$ cat config.mk
export PLATFORM = sky130hd
export DESIGN_NAME = permute_controller
export DESIGN_NICKNAME = d
export VERILOG_FILES = /design/src/rtl/permute_controller.sv
export SDC_FILE = /design/constraint.sdc
export NUM_CORES = 1
export LEC_CHECK = 0
export CAP_MARGIN = 20
export CORE_MARGIN = 10
export CORE_UTILIZATION = 45
export CTS_CLUSTER_SIZE = 24
export DETAILED_ROUTE_END_ITERATION = 8
export GPL_TIMING_DRIVEN = 1
export PLACE_DENSITY = 0.84
export SLEW_MARGIN = 10
export SYNTH_ARGS = -nofsm -noshare
export SYNTH_HDL_FRONTEND = slang
export SYNTH_SLANG_ARGS = --single-unit
$ cat constraint.sdc
create_clock -name clk -period 1.9 [get_ports clk]
set_input_delay 0.475 -clock clk [delete_from_list [all_inputs] [get_ports clk]]
set_output_delay 0.475 -clock clk [all_outputs]
set_load 0.05 [all_outputs]
$ cat src/rtl/permute_controller.sv
// Sequencer for the file permutation datapath: walks files x lines in READ/LOAD/WRITE triplets.
// Optional hold input enabled by defining PERMUTE_CTRL_STALL_EN.
module permute_controller #(
    parameter int NUM_FILES  = 24,
    parameter int NUM_LINES  = 64,
    parameter int FIRST_FILE = 0
) (
    input  logic       clk,
    input  logic       rst,
`ifdef PERMUTE_CTRL_STALL_EN
    input  logic       stall,
`endif
    input  logic       start,
    output logic       read_file,
    output logic       write_reg,
    output logic       write_file,
    output logic [9:0] file_index,
    output logic [5:0] line_index,
    output logic       busy,
    output logic       done
);

    localparam logic [9:0] FIRST_IDX = 10'(FIRST_FILE);
    localparam logic [9:0] LAST_FILE = 10'(FIRST_FILE + NUM_FILES - 1);
    localparam logic [5:0] LAST_LINE = 6'(NUM_LINES - 1);

    typedef enum logic [2:0] {
        IDLE,
        READ,
        LOAD,
        WRITE,
        DONE
    } state_t;

    state_t state;
    logic   read_q;
    logic   load_q;
    logic   write_q;
    logic   start_q;
    logic   hold;

`ifdef PERMUTE_CTRL_STALL_EN
    // Strobe registers keep their value while held; the mask makes the strobe
    // reappear exactly once on the first released cycle.
    assign hold       = stall & busy;
    assign read_file  = read_q & ~stall;
    assign write_reg  = load_q & ~stall;
    assign write_file = write_q & ~stall;
`else
    assign hold       = 1'b0;
    assign read_file  = read_q;
    assign write_reg  = load_q;
    assign write_file = write_q;
`endif

    always_ff @(posedge clk or negedge rst) begin
        if (!rst) begin
            state      <= IDLE;
            read_q     <= 1'b0;
            load_q     <= 1'b0;
            write_q    <= 1'b0;
            start_q    <= 1'b0;
            file_index <= '0;
            line_index <= '0;
            busy       <= 1'b0;
            done       <= 1'b0;
        end else begin
            start_q <= start;
            if (!hold) begin
                case (state)
                    IDLE: begin
                        if (start) begin
                            state      <= READ;
                            file_index <= FIRST_IDX;
                            line_index <= '0;
                            read_q     <= 1'b1;
                            busy       <= 1'b1;
                        end
                    end
                    READ: begin
                        state  <= LOAD;
                        read_q <= 1'b0;
                        load_q <= 1'b1;
                    end
                    LOAD: begin
                        state   <= WRITE;
                        load_q  <= 1'b0;
                        write_q <= 1'b1;
                    end
                    WRITE: begin
                        write_q <= 1'b0;
                        if (line_index < LAST_LINE) begin
                            state      <= READ;
                            line_index <= line_index + 6'd1;
                            read_q     <= 1'b1;
                        end else if (file_index < LAST_FILE) begin
                            state      <= READ;
                            line_index <= '0;
                            file_index <= file_index + 10'd1;
                            read_q     <= 1'b1;
                        end else begin
                            state <= DONE;
                            busy  <= 1'b0;
                            done  <= 1'b1;
                        end
                    end
                    DONE: begin
                        done <= 1'b0;
                        // Only a start that was already high before DONE (held
                        // continuously) chains a new run; a fresh pulse here is dropped.
                        if (start && start_q) begin
                            state      <= READ;
                            file_index <= FIRST_IDX;
                            line_index <= '0;
                            read_q     <= 1'b1;
                            busy       <= 1'b1;
                        end else begin
                            state <= IDLE;
                        end
                    end
                    default: begin
                        state   <= IDLE;
                        read_q  <= 1'b0;
                        load_q  <= 1'b0;
                        write_q <= 1'b0;
                        busy    <= 1'b0;
                        done    <= 1'b0;
                    end
                endcase
            end
        end
    end

endmodule

==> design notes, run 1 <==
The run finished with clean final reports. The tools report the endpoint of the worst register-to-register path as file_index[3]. With the peak supply drop at 437.4 uV, the cell area after placement is 0.001523 sq mm.

RePlAce ended its routability-driven mode at a weighted congestion of 0.8614. The total cell area reported by yosys after synthesis was 0.001231 sq mm. The layout has 4 clock buffers.

Per the run summary, max-cap violations total 0. The stage logs contain a warning count of 29. From synthesis to final layout, the design area changed by 28.15%. Of all the cell area in the finished design, non-clock buffers hold 17.45%. For this design the total switching power over the nets is 172.2 uW. sky130_fd_sc_hd__dfrtp_1 takes more of the synthesized area than any other cell. For this block, the via count after detailed routing is 1,119. Sequential fraction of the synthesis area: 50.81%.

Detailed-route iteration 0 reported a violation count of 68. In the synthesized netlist, the cells that appear most often are sky130_fd_sc_hd__dfrtp_1, sky130_fd_sc_hd__nand2_1, sky130_fd_sc_hd__nor2_1, sky130_fd_sc_hd__clkbuf_1. In this run the tightest slew margin relative to its limit is 69.36%.

The number of hold violations in the final report came out at 0. Per the breakdown, switching nets consume 21.73% of all power. Counting along the longest clock path gives a buffer depth of 2.

STA reports a reg2reg setup slack of 0.008 ns. Static timing analysis puts the maximum clock frequency at 528.5 MHz. Looking at the max-slew report, the worst-margin pin has a slew of 0.4561 ns.

The script extracted a total leakage power of 0.6903 nW. The library cells used most frequently in the layout, excluding fill and tap cells, are sky130_fd_sc_hd__buf_4, sky130_fd_sc_hd__dfrtp_1, sky130_fd_sc_hd__nand2_1. The number of clock buffers added by TritonCTS is 3.

Per the Yosys statistics, synthesis produced 122 cells. Yosys reported a register bit count of 25. Leaving out the clock tree, the finished layout contains an inverter count of 4.
-- run 1: per-stage QoR --
| stage | hold slack [ns] | TNS (ns) | power [mW] |
|---|---|---|---|
| after global routing | 0.4987 | -0.03294 | 0.8277 |
| after detailed placement | 0.5033 | -0.02690 | 0.5601 |
| after CTS | 0.4960 | -0.01899 | 0.8018 |
| after floorplan | 0.1794 | -0.05088 | 0.5437 |
| final | 0.4913 | 0 | 0.7925 |
| after global placement | 0.4897 | 0 | 0.5599 |
-- run 1: power by group through the flow --
stage	logic, mW	clock network (mW)	registers (mW)
finish	0.0157	0.243	0.534
global placement	0.0163	0	0.544
global route	0.0182	0.275	0.534
CTS	0.0165	0.252	0.534
detailed placement	0.0165	0	0.544
floorplan	0.0000130	0	0.544
-- run 1: per-layer routing --
metal  GRT usage [%]  up-vias
met5               0        -
met4           2.151        0
met3           4.626        3
met2           19.63       37
met1           13.71      556
li1                -      523
-- run 1: kinds of logic (layout without fill, tap and decap cells) --
| family | after synthesis | after routing | synth area share (%) |
|---|---|---|---|
| simple gates | 48 | 48 | 21.85 |
| compound gates | 35 | 35 | 20.73 |
| flops | 25 | 25 | 50.81 |
| buf+inv | 10 | 44 | 3.048 |
| fa+ha+maj | 2 | 2 | 2.032 |
| xor+xnor | 1 | 1 | 0.7115 |
| mux | 1 | 1 | 0.8130 |
-- run 1: worst max-delay path, stage by stage, from the launching register on --
cell and delay (ns):
sky130_fd_sc_hd__dfrtp_2 0.45, sky130_fd_sc_hd__or4_4 0.55, sky130_fd_sc_hd__a211o_1 0.29, sky130_fd_sc_hd__or4_4 0.42, sky130_fd_sc_hd__a21oi_2 0.12
-- run 1: what timing repair did --
item,in CTS,in global routing
resized,0,4
endpoints found under the setup margin,1,5
hold endpoints to repair,0,0
buffers inserted,2,0
pin swaps,1,1
hold buffers,0,0
Run 1, cell sizes after repair:
Drawn at 4 px/um.
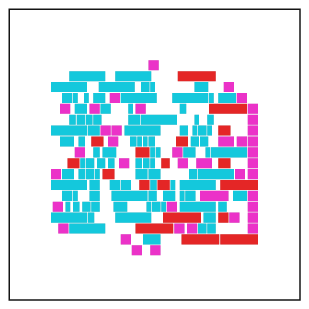
legend:
  red:
    size: x2
    cells: 18
    share: 12%
  cyan:
    size: x1 and smaller
    cells: 98
    share: 63%
  magenta:
    size: x3 and x4
    cells: 40
    share: 26%

Run 1, cell placement:
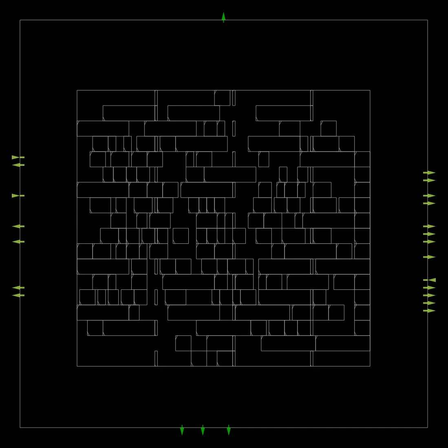
num rows: 18
flip-flops: 25
Core ar.: 0.002545 sq mm
number of tap cells inserted: 30

Run 1, cell density map:
Drawn at 4 px/um. 7 x 7 tiles, from dark blue (low) to red (high), 0 to 100% covered.
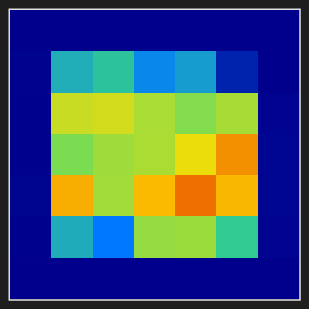
densest ninth of the die: center
mean over tiles: 30%
tiles over 75% full: 10%
fullest tile: 87%
starting density of the core: 48.38%
share of the core filled with cells: 62.00%

==> run 1 -> run 2 <==
- PLACE_DENSITY: 0.84 -> 0.74
Run 2, cell sizes after repair:
Drawn at 4 px/um.
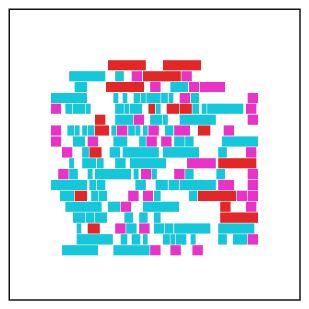
legend:
  magenta:
    size: x3 and x4
    cells: 41
    share: 26%
  cyan:
    size: x1 and smaller
    cells: 98
    share: 63%
  red:
    size: x2
    cells: 17
    share: 11%
design area: 0.001582 sq mm
area added between synthesis and finish: 28.46%
min setup slack post-route: -0.02125 ns

==> design notes, run 2 <==
The run finished, with violations left. The final reports fail on negative setup slack. With the total core area at 0.002545 sq mm (unchanged), the met3 track demand over resource in global routing is 3.537% (was 4.626%).

The end-of-flow core utilization is 62.14% (was 62.00%). Dominant combinational cell family by area after synthesis: simple AND/OR/NAND/NOR gates (unchanged). Post-synth top cells: sky130_fd_sc_hd__dfrtp_1, sky130_fd_sc_hd__nand2_1, sky130_fd_sc_hd__nor2_1, sky130_fd_sc_hd__clkbuf_1 (unchanged). The run gives 50.81% (unchanged) for the sequential fraction of the synthesis area. The run gives 0 (was 2) as the post-CTS setup-driven buffer insertion count.

The worst-case headroom to the max-slew limit is 68.15% (was 69.36%), and the simple-gate area share of the yosys netlist is 21.85% (unchanged). The biggest area consumer among synthesized cells was sky130_fd_sc_hd__dfrtp_1 (unchanged). The clock buffer count from CTS is 3 (unchanged), and the post-synthesis mux area share is 0.8130% (unchanged). The area fraction in full adders, half adders and majority gates was 2.033% (unchanged). The tools report the maximum clock rate as 520.5 MHz (was 528.5 MHz). For the routing usage on met2, the log shows 17.69% (was 19.63%). With the OpenROAD warning count at 29 (unchanged), the register bit count reported by yosys is 25 (unchanged). The total of endpoints with negative setup slack in the final report was 1 (was 0); the maximum clock path buffer count was 2 (unchanged).

With the transition time of the tightest slew-check pin at 0.4740 ns (was 0.4561 ns), the vias after detailed routing is 1,074 (was 1,119). The leakage power total is 0.6977 nW (was 0.6903 nW), and the number of cells upsized or downsized after cts is 0 (unchanged). Number of cell instances after yosys synthesis: 122 (unchanged). Commonest non-fill, non-tap cells in the layout: sky130_fd_sc_hd__buf_4, sky130_fd_sc_hd__dfrtp_1, sky130_fd_sc_hd__nand2_1 (unchanged). The number of design-rule violations left by the first detailed-router iteration is 46 (was 68), and the post-synthesis xor/xnor area fraction is 0.7114% (unchanged). The peak supply drop was 338.0 uV (was 437.4 uV).

The routing layer with the top usage in global route was met2 (unchanged). The run gives -0.02125 ns (was 0.007770 ns) for the setup slack after layout. The run gives 18 (unchanged) as the standard-cell row count. The total cell area reported by yosys after synthesis is 0.001231 sq mm (unchanged), and the area fraction in compound gates after synthesis is 20.73% (unchanged). The worst hold margin was 0.4902 ns (was 0.4913 ns). The routability-driven placement congestion ratio came out at 0.8705 (was 0.8614). For the post-route setup TNS, the log shows -0.02125 ns (was 0 ns). The run gives 0 (unchanged) as the number of hold violations in the final report.
Run 2, cell placement:
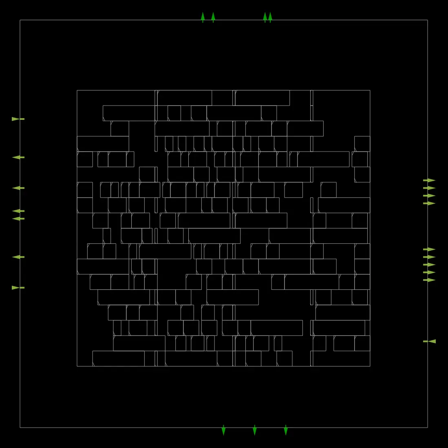
# fillers: 214
post-route non-filler standard cell count: 186
proportion of cell area occupied by registers: 40.11%

-- run 2: logic make-up after synthesis --
| kind of cell | count (synthesis) |
|---|---|
| DFF | 25 |
| muxes | 1 |
| buffers and inverters | 10 |
| and+or+nand+nor | 48 |
| AOI/OAI and AO/OA | 35 |
| adders and majority gates | 2 |
| xor gates and xnor gates | 1 |
-- run 2: stage by stage --
step           setup WS [ns]  cell area (sq um)  power, mW  std cells
2_1_floorplan       -0.05088               1247     0.5437        122
3_3_place_gp         0.03287               1530     0.5602        181
3_5_place_dp        -0.01087               1530     0.5607        181
4_1_cts             -0.02342               1558     0.8003        185
5_1_grt             -0.07048               1582     0.8246        186
6_report            -0.02125               1582     0.7922        186
-- run 2: where the power goes --
part	switching, mW	internal [mW]	total (mW)
logic	0.0109	0.00496	0.0159
registers	0.000554	0.533	0.534
clock network	0.164	0.0790	0.243
-- run 2: final timing paths --
check	to	slack (ns)	from
max	file_index[3]	-0.02	file_index[8]
min	file_index[6]	0.49	rst
max reg2reg	file_index[3]	-0.02	file_index[8]
min reg2reg	file_index[8]	0.52	file_index[8]
max in group asynchronous	file_index[1]	1.14	rst
min in group clk	file_index[8]	0.52	file_index[8]
-- run 2: cell type report --
class / count / share of cell area, %
Clock buffer: 3 / 1.424
Clock inverter: 1 / 0.3165
Inverter: 4 / 0.9494
Multi-Input combinational cell: 87 / 37.42
Sequential cell: 25 / 40.11
Tap cell: 30 / 2.373
Timing Repair Buffer: 36 / 17.41
-- run 2: worst max-delay path, cell delays in order (launching register included) --
cell	delay [ns]
sky130_fd_sc_hd__dfrtp_2	0.43
sky130_fd_sc_hd__or4_4	0.57
sky130_fd_sc_hd__a211o_4	0.31
sky130_fd_sc_hd__or4_4	0.42
sky130_fd_sc_hd__a21oi_2	0.12
Power and IR drop assume default switching activity.
